Run 1, met3 routing:
(4 px per um)
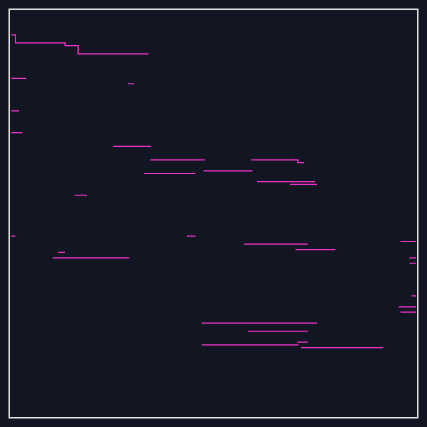
Run 1, clock nets:
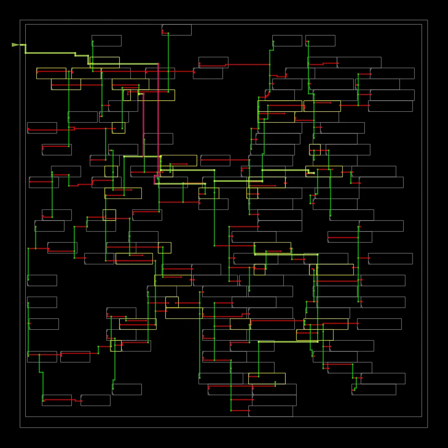
Run 1, routed metal per tile:
(4 px per um) The die is cut into 20 by 20 equal tiles; black is low, pale yellow is high, scaled to the fullest tile. Values are wire area over tile area, all layers added.
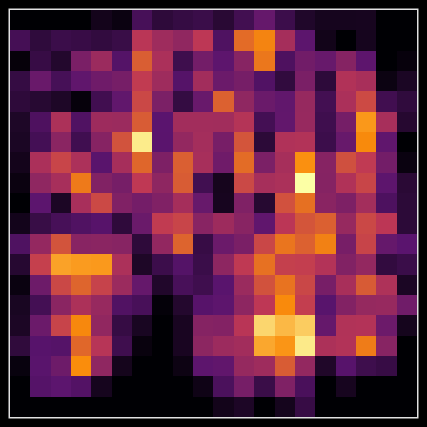
`src/rtl/ps2_pkg.sv`:
```
// ps2_pkg: shared constants, receiver state type and frame check helper for
// the PS/2 keyboard receiver.
//   PS2_FRAME_BITS  bits per device-to-host frame (start, 8 data, parity, stop)
//   PS2_*_IDX       bit positions of the framing fields inside a received frame
//   ps2_rx_state_e  frame receiver state
//   frame_good()    start/parity/stop check on a fully shifted frame
package ps2_pkg;

    localparam int PS2_FRAME_BITS = 11;
    localparam int PS2_START_IDX  = 0;
    localparam int PS2_PAR_IDX    = 9;
    localparam int PS2_STOP_IDX   = 10;

    typedef enum logic {
        IDLE = 1'b0,
        RECV = 1'b1
    } ps2_rx_state_e;

    // Odd parity: the eight data bits plus the parity bit must XOR to 1.
    function automatic logic frame_good(input logic [PS2_FRAME_BITS-1:0] f);
        return (f[PS2_START_IDX] == 1'b0) &&
               (f[PS2_STOP_IDX] == 1'b1) &&
               (^f[PS2_PAR_IDX:1] == 1'b1);
    endfunction

endpackage

```
`src/rtl/ps2_byte_fifo.sv`:
```
// ps2_byte_fifo: show-ahead byte FIFO for received scan codes.
//   clk, rst  system clock, synchronous active-high reset (pointers only)
//   wr_en     push wr_data; ignored while full unless a pop happens together
//   wr_data   byte to push
//   rd_en     pop the head byte; ignored while empty
//   rd_data   head byte, read combinationally from registered storage
//   empty     no bytes stored
//   full      DEPTH bytes stored
module ps2_byte_fifo #(
    parameter int DEPTH = 8
) (
    input  logic       clk,
    input  logic       rst,
    input  logic       wr_en,
    input  logic [7:0] wr_data,
    input  logic       rd_en,
    output logic [7:0] rd_data,
    output logic       empty,
    output logic       full
);

    localparam int AW = $clog2(DEPTH);

    // One extra pointer bit separates full from empty when the index bits match.
    logic [AW:0]  wr_ptr;
    logic [AW:0]  rd_ptr;
    logic [7:0]   mem [DEPTH];
    logic         do_pop;
    logic         do_push;

    assign empty   = (wr_ptr == rd_ptr);
    assign full    = (wr_ptr[AW] != rd_ptr[AW]) && (wr_ptr[AW-1:0] == rd_ptr[AW-1:0]);
    assign do_pop  = rd_en && !empty;
    // A pop in the same cycle frees the slot, so a push into a full FIFO still lands.
    assign do_push = wr_en && (!full || do_pop);
    assign rd_data = mem[rd_ptr[AW-1:0]];

    always_ff @(posedge clk) begin
        if (rst) begin
            wr_ptr <= '0;
            rd_ptr <= '0;
        end else begin
            if (do_push) wr_ptr <= wr_ptr + 1'b1;
            if (do_pop)  rd_ptr <= rd_ptr + 1'b1;
        end
    end

    always_ff @(posedge clk) begin
        if (do_push) mem[wr_ptr[AW-1:0]] <= wr_data;
    end

endmodule

```
`src/rtl/ps2_keyboard_rx.sv`:
```
// ps2_keyboard_rx: PS/2 device-to-host receiver with byte FIFO.
//   clk, rst   system clock, synchronous active-high reset
//   ps2_clk    raw PS/2 clock pin (asynchronous)
//   ps2_data   raw PS/2 data pin (asynchronous)
//   rd_en      pop strobe
//   data       FIFO head byte (8'h00 while empty)
//   valid      FIFO non-empty
//   overflow   sticky, a good byte was dropped because the FIFO was full
//   frame_err  one-cycle pulse when a completed frame fails its checks
//   rx_state   frame receiver state, for observation
//
// Read handshake: a byte moves downstream on every clk edge where valid and
// rd_en are both 1; rd_en while valid is 0 does nothing, and data holds
// steady while valid is 1 and no pop occurs.
module ps2_keyboard_rx
    import ps2_pkg::*;
#(
    parameter int FIFO_DEPTH     = 8,
    parameter int SYNC_STAGES    = 3,
    parameter int TIMEOUT_CYCLES = 50000
) (
    input  logic          clk,
    input  logic          rst,
    input  logic          ps2_clk,
    input  logic          ps2_data,
    input  logic          rd_en,
    output logic [7:0]    data,
    output logic          valid,
    output logic          overflow,
    output logic          frame_err,
    output ps2_rx_state_e rx_state
);

    localparam int IW = $clog2(TIMEOUT_CYCLES + 1);

    logic [SYNC_STAGES-1:0]    clk_sync;
    logic [SYNC_STAGES-1:0]    data_sync;
    logic                      clk_cur;
    logic                      data_cur;
    logic                      clk_prev;
    logic                      strobe;
    logic [PS2_FRAME_BITS-1:0] shift_reg;
    logic [3:0]                bit_cnt;
    logic [IW-1:0]             idle_cnt;
    logic                      frame_done;
    logic                      last_bit;
    logic                      timeout;
    logic                      good;
    logic                      push;
    logic                      fifo_empty;
    logic                      fifo_full;
    logic [7:0]                fifo_data;
    ps2_rx_state_e             state;
    ps2_rx_state_e             next_state;

    assign clk_cur  = clk_sync[SYNC_STAGES-1];
    assign data_cur = data_sync[SYNC_STAGES-1];
    assign last_bit = strobe && (bit_cnt == 4'(PS2_FRAME_BITS - 1));
    assign timeout  = (state == RECV) && (idle_cnt == IW'(TIMEOUT_CYCLES));

    // Frame check runs the cycle after the 11th strobe, once the last bit has shifted in.
    assign good      = frame_good(shift_reg);
    assign push      = frame_done && good;
    assign frame_err = frame_done && !good;

    always_ff @(posedge clk) begin
        if (rst) begin
            clk_sync   <= '1;
            data_sync  <= '1;
            clk_prev   <= 1'b1;
            strobe     <= 1'b0;
            shift_reg  <= '0;
            bit_cnt    <= '0;
            idle_cnt   <= '0;
            frame_done <= 1'b0;
            overflow   <= 1'b0;
        end else begin
            clk_sync   <= {clk_sync[SYNC_STAGES-2:0], ps2_clk};
            data_sync  <= {data_sync[SYNC_STAGES-2:0], ps2_data};
            clk_prev   <= clk_cur;
            strobe     <= clk_prev && !clk_cur;
            frame_done <= last_bit;
            if (strobe) begin
                shift_reg <= {data_cur, shift_reg[PS2_FRAME_BITS-1:1]};
                bit_cnt   <= last_bit ? 4'd0 : bit_cnt + 4'd1;
                idle_cnt  <= '0;
            end else if (timeout) begin
                bit_cnt  <= '0;
                idle_cnt <= '0;
            end else if (state == RECV) begin
                idle_cnt <= idle_cnt + IW'(1);
            end
            // A pop in the same cycle makes room, so that push is not a drop.
            if (push && fifo_full && !rd_en) overflow <= 1'b1;
        end
    end

    always_ff @(posedge clk) begin
        if (rst) state <= IDLE;
        else     state <= next_state;
    end

    always_comb begin
        next_state = state;
        case (state)
            IDLE: if (strobe) next_state = RECV;
            RECV: if (last_bit || (timeout && !strobe)) next_state = IDLE;
            default: next_state = IDLE;
        endcase
    end

    ps2_byte_fifo #(
        .DEPTH (FIFO_DEPTH)
    ) u_fifo (
        .clk     (clk),
        .rst     (rst),
        .wr_en   (push),
        .wr_data (shift_reg[8:1]),
        .rd_en   (rd_en),
        .rd_data (fifo_data),
        .empty   (fifo_empty),
        .full    (fifo_full)
    );

    assign valid    = !fifo_empty;
    assign data     = fifo_empty ? 8'h00 : fifo_data;
    assign rx_state = state;

endmodule

```
`config.mk`:
```
export PLATFORM = sky130hd
export DESIGN_NAME = ps2_keyboard_rx
export DESIGN_NICKNAME = d
export VERILOG_FILES = /design/src/rtl/ps2_pkg.sv /design/src/rtl/ps2_byte_fifo.sv /design/src/rtl/ps2_keyboard_rx.sv
export SDC_FILE = /design/constraint.sdc
export NUM_CORES = 1
export LEC_CHECK = 0
export ABC_AREA = 1
export CAP_MARGIN = 20
export CORE_UTILIZATION = 50
export DETAILED_ROUTE_END_ITERATION = 16
export PLACE_DENSITY = 0.63
export SYNTH_ARGS = -nofsm -noshare
export SYNTH_HDL_FRONTEND = slang
export SYNTH_SLANG_ARGS = --single-unit
```
`constraint.sdc`:
```
create_clock -name clk -period 5.49 [get_ports clk]
set_input_delay 1.098 -clock clk [delete_from_list [all_inputs] [get_ports clk]]
set_output_delay 1.098 -clock clk [all_outputs]
set_load 0.02 [all_outputs]
```
==> run notes, run 1 <==
fresh numbers from the pnr run: WP data required 4390 ps, Critical Path AT a little under 3000 ps, share of cells above drive strength 1 0.153, crit-path cells buf_4 -> inv_1 -> o21ai_0 -> o22ai_1 -> o21ai_0 -> a31oi_1 -> clkdlybuf4s50_1, CTS H-Tree Depth 4, IR drop worst, VDD about 0.00023 V, met2 wire len about 4.6 mm, CP endpoint kind output pin, Pleak 0.00209 uW, area of the core around 0.0097 mm2, first-pass GRT wire length 14.9 mm, hold path cells 1, Post-Syn Nets between 400 and 500, worst reg2reg path depth 10, status finished, final reports clean, DRT Pass-1 Iters 4, fmax between 200 and 250 MHz, layout net count slightly above 500, Worst R2R End u_fifo.mem[5][1], total CTS buffers 17, vias in the first global route about 3100, crit start category flip-flop, RSZ-0062 raised after global routing no, Rows 36, first-iteration detailed-routing DRC count 185, Met3 Wirelength approximately 280 um, Main synth FF type edfxtp_1, P_int about 1600 uW, area growth from synthesis to final layout 16.3%, Reg2Reg Launch Point shift_reg[8], IO Pins 17, DIE WIDTH a little over 100 um, GPL Wtd Cong around 0.76, largest net degree at the start of global routing 34, clock network power share 0.493, Worst-Margin Slew around 860 ps
Back to the opening pictures, 'met3 routing':
nets with wire on the layer: 22
main direction: horizontal
wire length on this layer: 284 um
longest straight run: 28.5 um
final WL: 9.15 mm
total number of vias: 3330
met3 GRT Util: 0.0497

Back to the opening pictures, 'clock nets':
CTS Sinks: 117
sequential cell count: 117
Layout Skew: 7.80 ps

Back to the opening pictures, 'routed metal per tile':
nearly empty tiles: 12%
fullest tile: 0.45
tiles over half the peak: 18%
densest ninth of the die: middle right
mean over tiles: 0.14
GRT Total Usage: 0.194
DR WL/cell: 14.1 um

run 1: power groups by stage:
stage	Sequential (uW)	Combinational (uW)	Clock [uW]
floorplan	952	105	0
global placement	957	145	0
detailed placement	958	149	0
CTS	940	149	1080
global route	941	166	1120
finish	940	148	1060
run 1: metrics by stage:
step | cells | instance area, um2 | utilization | power [uW] | hold slack (ps)
2_1_floorplan | 487 | 4970 | - | 1060 | 389
3_3_place_gp | 618 | 5200 | 0.537 | 1100 | 391
3_5_place_dp | 618 | 5200 | 0.537 | 1110 | 397
4_1_cts | 650 | 5790 | 0.597 | 2170 | 413
5_1_grt | 650 | 5790 | 0.597 | 2220 | 423
6_report | 650 | 5790 | 0.597 | 2140 | 410
run 1: cell type report:
type	instances	area, um2
Clock buffer	18	428
Clock inverter	14	153
Tap cell	133	166
Fill cell	813	3900
Inverter	39	146
Multi-Input combinational cell	312	1740
Timing Repair Buffer	17	168
Sequential cell	117	2980
run 1: synthesized netlist by cell type (2+ instances only):
master    number
nand3_2        3
o21ai_0       55
nand3_1       11
nand2_2        9
dfxtp_1       53
nor4_1         2
nor3_1         6
nor2_1        76
or2_2          9
xnor2_1        7
inv_1         34
buf_2          3
inv_2          5
nand4_1       10
xor2_1        10
xnor2_2        2
nor3b_1        2
o21ai_1        2
nor2_4         3
a31oi_1       11
ha_1           6
nand2_1       42
edfxtp_1      64
o22ai_1       11
nor3_2         7
clkbuf_1      12
a21oi_1       20
nor2_2         3
run 1: critical path, delay by kind of cell, from the launching register on:
family	cells	cell delay, ps
buf+inv	3	1490
compound gates	4	620
flops	1	290
run 1: cell families (layout without fill, tap and decap cells):
| logic type | after synthesis | after routing | synth area share |
|---|---|---|---|
| AOI/OAI and AO/OA | 100 | 100 | 0.107 |
| DFF | 117 | 117 | 0.600 |
| adders and majority gates | 6 | 6 | 0.0151 |
| xor gates and xnor gates | 20 | 20 | 0.0397 |
| buffers and inverters | 58 | 88 | 0.0501 |
| and+or+nand+nor | 186 | 186 | 0.188 |
run 1: metal layers:
metal,GRT usage,vias up
met2,0.326,50
met5,0,-
met1,0.236,1563
li1,-,1713
met3,0.0497,4
met4,0.0870,0
run 1: how the worst min path moves through the flow:
stage / from / end
2_1_floorplan: clk_sync[0] / clk_sync[1]
3_3_place_gp: data_sync[1] / data_sync[2]
3_5_place_dp: data_sync[0] / data_sync[1]
4_1_cts: clk_sync[1] / clk_sync[2]
5_1_grt: clk_sync[1] / clk_sync[2]
6_report: clk_sync[1] / clk_sync[2]
run 1: layout by cell type (no fill, tap or decap), drive strengths merged:
cell           synthesis  routed
nor2                  82      82
edfxtp                64      64
o21ai                 57      57
dfxtp                 53      53
nand2                 52      52
inv                   39      41
a21oi                 21      21
clkbuf                12      18
clkdlybuf4s50          0      16
nand3                 14      14
nor3                  13      13
o22ai                 11      11
a31oi                 11      11
xor2                  11      11
nand4                 11      11
or2                    9       9
xnor2                  9       9
ha                     6       6
clkinv                 0       6
clkinvlp               0       4
nor4                   3       3
nor3b                  2       2
bufinv                 0       2
buf                    7       1
--- run 2 (diff from run 1) ---
==> constraint.sdc (replaced) <==
create_clock -name clk -period 3.72 [get_ports clk]
set_input_delay 0.744 -clock clk [delete_from_list [all_inputs] [get_ports clk]]
set_output_delay 0.744 -clock clk [all_outputs]
set_load 0.02 [all_outputs]
Run 2, clock nets:
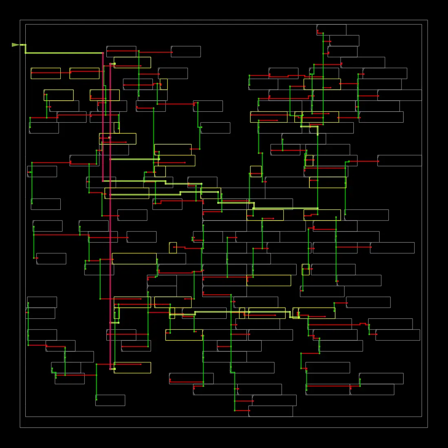
clk pwr: 1540 uW
Layout Skew: 7.30 ps

Run 2, routed metal per tile:
(4 px per um) The die is cut into 20 by 20 equal tiles; black is low, pale yellow is high, scaled to the fullest tile. Values are wire area over tile area, all layers added.
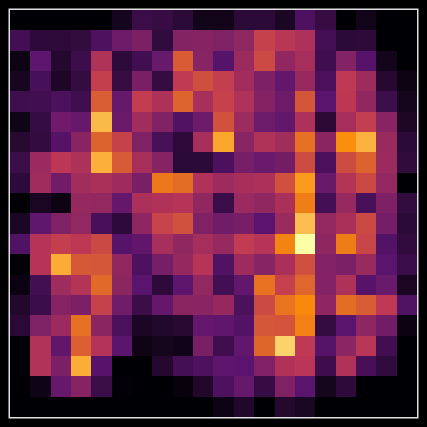
total number of vias: 3344
DR WL/cell: 14.5 um
final WL: 9.51 mm
GRT Total Usage: 0.206

==> run notes, run 2 <==
fresh numbers from the pnr run: WP data required 2980 ps (-1410 ps), Critical Path AT 2700 ps (-210 ps), IR drop worst, VDD 0.000314 V (+38%), IO Pins 17 (unchanged), Worst-Margin Slew 837 ps (-25.7 ps), status finished, final reports clean, hold path cells 1 (unchanged), Post-Syn Nets 498 (unchanged), vias in the first global route 3264 (+5.5%), Top Layout Cells nor2_1 (76), edfxtp_1 (64), o21ai_0 (55), crit start category flip-flop, first-iteration detailed-routing DRC count 99 (-46%), area growth from synthesis to final layout 16.9%, Worst Hold Slack 406 ps (-3.60 ps), DRT Pass-1 Iters 4 (unchanged), CP endpoint kind output pin, first-pass GRT wire length 15.8 mm (+6.5%), share of cells above drive strength 1 0.153 (+0.000159), fmax 290 MHz, Commonest cells post-synth nor2_1 (76), edfxtp_1 (64), o21ai_0 (55), most frequent logic cell in the layout nor2_1, area of the core 0.00968 mm2 (unchanged), Main synth FF type edfxtp_1, RSZ-0062 raised after global routing no, DIE WIDTH 102 um (unchanged), total CTS buffers 17 (unchanged), Reg2Reg Launch Point shift_reg[8], Post-DP Area 0.00525 mm2 (+0.87%)
Run 2, cell sizes after repair:
(4 px per um)
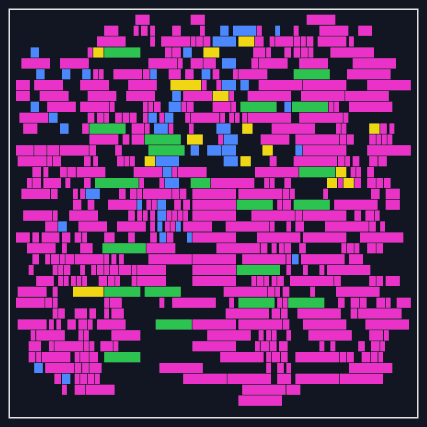
| color | size | cells |
|---|---|---|
| yellow | drive 3 to 4 | 15 |
| magenta | drive 1 or less | 443 |
| green | drive 6 and up | 20 |
| blue | drive 2 | 45 |
setup ws final: 273 ps
fin area: 0.00581 mm2
Non-clk bufs: 23

-- run 2: final cells by class --
class / count / area [um2]
fill: 805 / 3870
clock buffer: 20 / 425
clock inverter: 12 / 138
sequential: 117 / 2980
inverter: 39 / 146
multi-input combinational: 312 / 1740
tap: 133 / 166
timing repair buffer: 23 / 213
-- run 2: worst max-delay path: cells and delay by family, from the launching register on --
kind	cells	cell delay (ps)
simple gates	1	180
flops	1	660
buf+inv	2	1030
compound gates	2	320
-- run 2: worst max path at each step --
stage	startpoint	to	cells past startpoint
final	flip-flop	data[2]	5
after global routing	flip-flop	data[7]	5
after CTS	flip-flop	data[2]	5
after detailed placement	flip-flop	data[2]	5
after global placement	flip-flop	data[2]	5
after floorplan	flip-flop	data[5]	6
-- run 2: layer usage --
layer  wire length, um  up-vias  track usage  part of all wire
met5                 0        -            0                 0
met4               108        0       0.0914             0.011
met3               240        8       0.0497             0.025
met2              4630       38        0.333              0.49
met1              4530     1578        0.262              0.48
li1                  -     1720            -                 -
-- run 2: per-stage QoR --
stage                     power [uW]  cells
final                           3150    656
after global routing            3270    656
after CTS                       3180    656
after detailed placement        1630    624
after global placement          1630    624
after floorplan                 1560    487
-- run 2: cell families (layout without fill, tap and decap cells) --
logic type,Yosys count,count (layout),synth area share
flops,117,117,0.600
compound gates,100,100,0.107
fa+ha+maj,6,6,0.0151
simple gates,186,186,0.188
xor+xnor,20,20,0.0397
buf+inv,58,94,0.0501
-- run 2: power by group through the flow --
stage,sequential (uW),clock [uW],combinational [uW]
floorplan,1410,0,152
global placement,1420,0,215
finish,1390,1540,219
global route,1390,1630,243
CTS,1390,1570,220
detailed placement,1420,0,218
--- run 3 (diff from run 2) ---
--- a/config.mk
+++ b/config.mk
@@ -9,7 +9,7 @@
 export CAP_MARGIN = 20
 export CORE_UTILIZATION = 50
 export DETAILED_ROUTE_END_ITERATION = 16
-export PLACE_DENSITY = 0.63
+export PLACE_DENSITY_LB_ADDON = 0.1
 export SYNTH_ARGS = -nofsm -noshare
 export SYNTH_HDL_FRONTEND = slang
 export SYNTH_SLANG_ARGS = --single-unit
Run 3, clock nets:
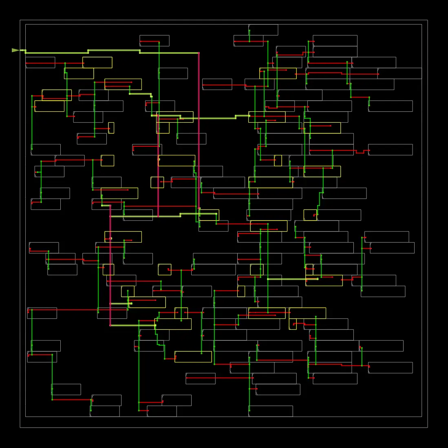
clk pwr: 1470 uW
Layout Skew: 6.94 ps

Run 3, routed metal per tile:
(4 px per um) The die is cut into 20 by 20 equal tiles; black is low, pale yellow is high, scaled to the fullest tile. Values are wire area over tile area, all layers added.
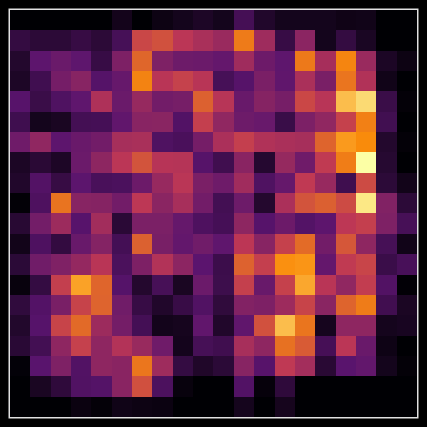
DR WL/cell: 14.1 um
final WL: 9.22 mm
total number of vias: 3349
GRT Total Usage: 0.199

==> run notes, run 3 <==
fresh numbers from the pnr run: DRT Pass-1 Iters 4 (unchanged), area of the core 0.00968 mm2 (unchanged), Top Layout Cells nor2_1 (76), edfxtp_1 (64), o21ai_0 (55), most frequent logic cell in the layout nor2_1, Top Family by Delay on Critical Path buffers and inverters, GPL Wtd Cong about 0.80, max FFs per register between 60 and 70, CP max-delay cell dfxtp_1, crit start category flip-flop, layout net count 519, IR drop worst, VDD 0.000260 V (-17%), total CTS buffers 17 (unchanged), IO Pins 17 (unchanged), endpoints failing hold 0, Mapped Area 0.00497 mm2, WP data required 2980 ps (about the same), first-iteration detailed-routing DRC count 115 (+16%), most common cell in the synthesized netlist nor2_1, vias in the first global route 3170 (-2.9%), status finished, final reports clean, power density cells around 530 mW/mm2, share of cells above drive strength 1 0.157 (+0.00443), Top cell area share 0.386, Main synth FF type edfxtp_1, Critical Path AT 2680 ps (-20 ps), Post-Syn Nets 498 (unchanged), Worst-Margin Slew 761 ps (-76.4 ps), hpwl dp 6.17 mm, sequential power share 0.451, DIE WIDTH 102 um (unchanged), RSZ-0062 raised after global routing no, Buf/Inv on CP 2 (unchanged), first-pass GRT wire length 15.3 mm (-3.6%), CP endpoint kind output pin, Commonest cells post-synth nor2_1 (76), edfxtp_1 (64), o21ai_0 (55), Max Cap Viol 0
Run 3, cell sizes after repair:
(4 px per um)
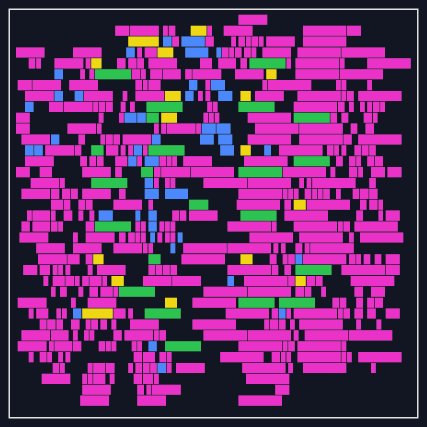
| color | size | cells |
|---|---|---|
| magenta | drive 1 or less | 439 |
| green | drive 6 and up | 22 |
| blue | drive 2 | 44 |
| yellow | drive 3 to 4 | 16 |
area growth from synthesis to final layout: 16.2%
Non-clk bufs: 21
setup ws final: 297 ps
fin area: 0.00578 mm2

-- run 3: cell counts after synthesis --
No cell type changed its count.
-- run 3: area by class of cell --
type | count | area, um2
clock buffer | 17 | 414
clock inverter | 15 | 131
fill | 816 | 3900
inverter | 39 | 146
multi-input combinational | 312 | 1740
sequential | 117 | 2980
tap | 133 | 166
timing repair buffer | 21 | 198
-- run 3: power by group through the flow --
stage	clock (uW)	sequential [uW]	combinational (uW)
final	1470	1390	215
after CTS	1500	1390	216
after detailed placement	0	1410	215
after floorplan	0	1410	152
after global routing	1570	1390	242
after global placement	0	1410	214
-- run 3: worst paths after layout --
kind                 from                to  cells after the start
min reg2reg   clk_sync[1]       clk_sync[2]                      1
min           clk_sync[1]       clk_sync[2]                      1
max reg2reg  shift_reg[7]  u_fifo.mem[6][5]                     10
max             flip-flop           data[7]                      5
-- run 3: metrics by stage --
stage / std cells / hold WS, ps / total power, uW
floorplan: 487 / 389 / 1560
global placement: 622 / 393 / 1630
detailed placement: 622 / 394 / 1630
CTS: 654 / 413 / 3110
global route: 654 / 418 / 3200
finish: 654 / 410 / 3070
-- run 3: logic make-up after synthesis --
group / after synthesis / share of synthesized area
AND/OR/NAND/NOR: 186 / 0.188
flip-flops: 117 / 0.600
AND-OR/OR-AND: 100 / 0.107
buffers and inverters: 58 / 0.0501
XOR/XNOR: 20 / 0.0397
adder cells (fa/ha/maj): 6 / 0.0151
-- run 3: per-layer routing --
metal | track usage | vias up | part of all wire
met4 | 0.0948 | 0 | 0.018
met5 | 0 | - | 0
met3 | 0.0524 | 13 | 0.043
met1 | 0.265 | 1549 | 0.47
met2 | 0.304 | 75 | 0.46
li1 | - | 1712 | -
Power and IR drop assume default switching activity.
